<file path="config.mk">
export PLATFORM = sky130hd
export DESIGN_NAME = reg_file_flat
export DESIGN_NICKNAME = d
export VERILOG_FILES = /design/src/rtl/reg_file_if.sv /design/src/rtl/reg_file.sv /design/src/flat_wrapper.sv
export SDC_FILE = /design/constraint.sdc
export NUM_CORES = 1
export LEC_CHECK = 0
export CAP_MARGIN = 25
export CORE_MARGIN = 8
export CORE_UTILIZATION = 55
export DETAILED_ROUTE_END_ITERATION = 8
export PLACE_DENSITY_LB_ADDON = 0.2
export SYNTH_ARGS = -nofsm -noshare
export SYNTH_HDL_FRONTEND = slang
export SYNTH_SLANG_ARGS = --single-unit
</file>
<file path="constraint.sdc">
create_clock -name clk -period 1.7 [get_ports clk]
set_input_delay 0.34 -clock clk [delete_from_list [all_inputs] [get_ports clk]]
set_output_delay 0.34 -clock clk [all_outputs]
set_load 0.02 [all_outputs]
</file>
<file path="src/rtl/reg_file_if.sv">
// Register-file access bus: one write port and two read ports.
interface reg_file_if #(
  parameter int unsigned DATA_W = 16,
  parameter int unsigned ADDR_W = 4
);

  logic              wen;
  logic [ADDR_W-1:0] selRd;
  logic [ADDR_W-1:0] selRa;
  logic [ADDR_W-1:0] selRb;
  logic [DATA_W-1:0] rd;
  logic [DATA_W-1:0] ra;
  logic [DATA_W-1:0] rb;

  // Requester side: drives the write port and both read selects.
  modport master (
    output wen, selRd, selRa, selRb, rd,
    input  ra, rb
  );

  // Register-file side: accepts writes, returns read data.
  modport slave (
    input  wen, selRd, selRa, selRb, rd,
    output ra, rb
  );

endinterface : reg_file_if

</file>
<file path="src/rtl/reg_file.sv">
// Multi-ported register file: 2**ADDR_W x DATA_W storage, one synchronous
// write port, two combinational read ports, synchronous active-high clear.
module reg_file #(
  parameter int unsigned DATA_W = 16,
  parameter int unsigned ADDR_W = 4
) (
  input  logic        clk,
  input  logic        rst,
  reg_file_if.slave   bus
);

  localparam int unsigned NREGS = 2 ** ADDR_W;

  logic [DATA_W-1:0] regs_q [NREGS];
  logic [DATA_W-1:0] regs_d [NREGS];

  // Next-state storage: hold everything, load the selected entry on a write.
  always_comb begin
    regs_d = regs_q;
    if (bus.wen) begin
      regs_d[bus.selRd] = bus.rd;
    end
  end

  // Storage update; reset clears every entry and suppresses any write.
  always_ff @(posedge clk) begin
    if (rst) begin
      regs_q <= '{default: '0};
    end else begin
      regs_q <= regs_d;
    end
  end

  // Read ports are pure muxes off the stored state, so a write only becomes
  // visible after the edge that commits it.
  assign bus.ra = regs_q[bus.selRa];
  assign bus.rb = regs_q[bus.selRb];

endmodule : reg_file

</file>
<file path="src/flat_wrapper.sv">
// flat-port wrapper written by rule: the top's interface ports become plain ports
module reg_file_flat 
#(
  parameter int unsigned DATA_W = 16,
  parameter int unsigned ADDR_W = 4
)
  (clk, rst, bus_wen, bus_selRd, bus_selRa, bus_selRb, bus_rd, bus_ra, bus_rb);
  reg_file_if #(.DATA_W(DATA_W), .ADDR_W(ADDR_W)) bus_i ();
  input  logic clk;
  input  logic rst;
  input wire logic [$bits(bus_i.wen)-1:0] bus_wen;
  input wire logic [$bits(bus_i.selRd)-1:0] bus_selRd;
  input wire logic [$bits(bus_i.selRa)-1:0] bus_selRa;
  input wire logic [$bits(bus_i.selRb)-1:0] bus_selRb;
  input wire logic [$bits(bus_i.rd)-1:0] bus_rd;
  output wire logic [$bits(bus_i.ra)-1:0] bus_ra;
  output wire logic [$bits(bus_i.rb)-1:0] bus_rb;
  assign bus_i.wen = bus_wen;
  assign bus_i.selRd = bus_selRd;
  assign bus_i.selRa = bus_selRa;
  assign bus_i.selRb = bus_selRb;
  assign bus_i.rd = bus_rd;
  assign bus_ra = bus_i.ra;
  assign bus_rb = bus_i.rb;
  reg_file #(.DATA_W(DATA_W), .ADDR_W(ADDR_W)) u_core (.clk(clk), .rst(rst), .bus(bus_i));
endmodule
</file>
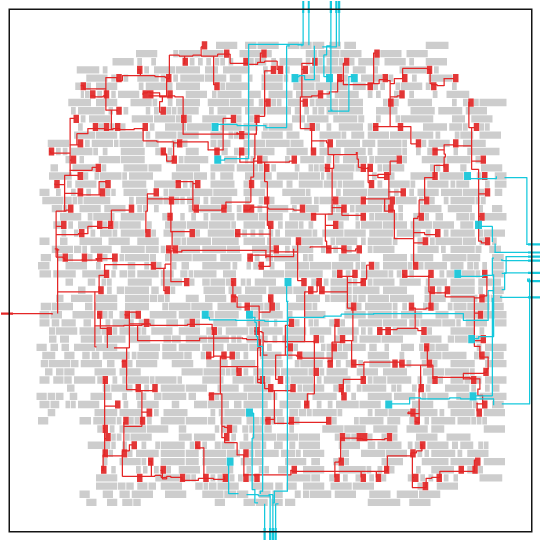
(nets reached from selected ports)
Drawn at 3 px/um.
- rst: red (bits 1; direction input; edge left; end cells 256; buffers 7; wire 2490 um)
- bus_rb: cyan (bits 16; direction output; edge 7 right, 5 top, 4 bottom; end cells 16; buffers 16; wire 900 um)

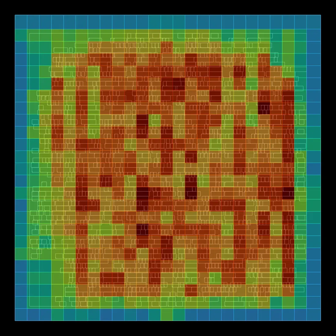
(track usage over the die)
met1 usage: 38.68%
fin util: 68.70%
M2 GR Usage: 47.50%
grt met3 use: 5.358%

==> metrics.cfg <==
[synthesis]
yosysChipArea_um2=13670
synthesis.area_um2=13670
synthCells=1486
synth.distinct_cells=25
mux_share_pct=21.80
yosys.area.top_type=dfxtp_1

[finish]
buffer_area_share_pct=13.47
ff_count=256
final_cell_mix=nand3_1, o21ai_0, a21oi_1
area_growth_pct=22.59
clockBufferCount=38
comb_share_pct=47.39
seq_share_pct=30.87
final_nets=1511
largest_register_ffs=256
final_area_um2=16760

[detailed_routing]
wl_met2_mm=21.95
post_drt_via_cell_ratio=7.141
highest_layer=met4

[worst_setup_path]
crit_path_top_delay_cell=mux4_2
r2r_cells=2
cp_data_arrival_time_ns=1.93
cp_cell_sequence=mux4_2 > a22oi_2 > nand2_2 > buf_6
reg2reg_slack_ns=0.94
critPathRequiredTime_ns=1.36
r2r-end=u_core.regs_q[14]$_SDFFE_PP0P_
path_buffers=1

[timing]
finalHoldViolCount=0
worst_pin_slew_ns=0.3843
holdWs_ns=0.1722
relSlewSlack_pct=74.38
fin_ws_ns=-0.5672
setup_viol=32
period_used_pct=133.4

[grt]
antenna_found_initial=0
grt_pass1_vias=12870
grt_max_degree=65

[power_and_ir_drop]
total_power_mw=14.44
p_int_mw=10.67
leakagePower_nw=5.398
p_seq_mw=6.13
ir_drop_mv=0.9259

[cts]
root_buffer=clkbuf_16
cts_tree=done
cts_buffers=28

[run_status]
status=finished with violations
failed_checks=setup timing

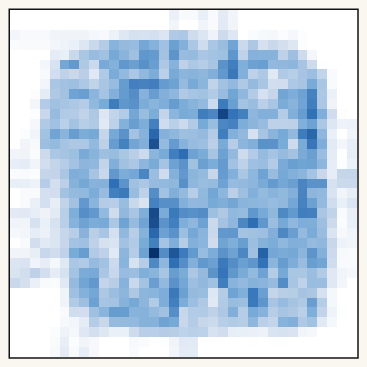
(wiring heat map)
Drawn at 2 px/um. 35 x 35 tiles, from white (low) to dark blue (high), scaled to the fullest tile. Values are wire area over tile area, all layers added.
- mean over tiles: 0.26
- nearly empty tiles: 17%
- densest ninth of the die: middle
- tiles over half the peak: 17%
- fullest tile: 0.87
routed vias: 13030
final WL: 46.38 mm
wire per inst: 25.41 um
GRT Util Overall: 29.68%

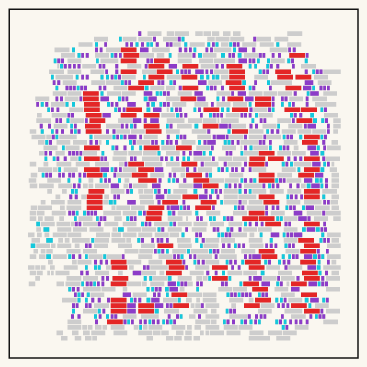
(gate families picked out)
Drawn at 2 px/um.
- NAND gates: cyan (cells 294; where widely spread)
- inverting AOI/OAI gates: purple (cells 576; where widely spread)
- multiplexers: red (cells 128; where widely spread)

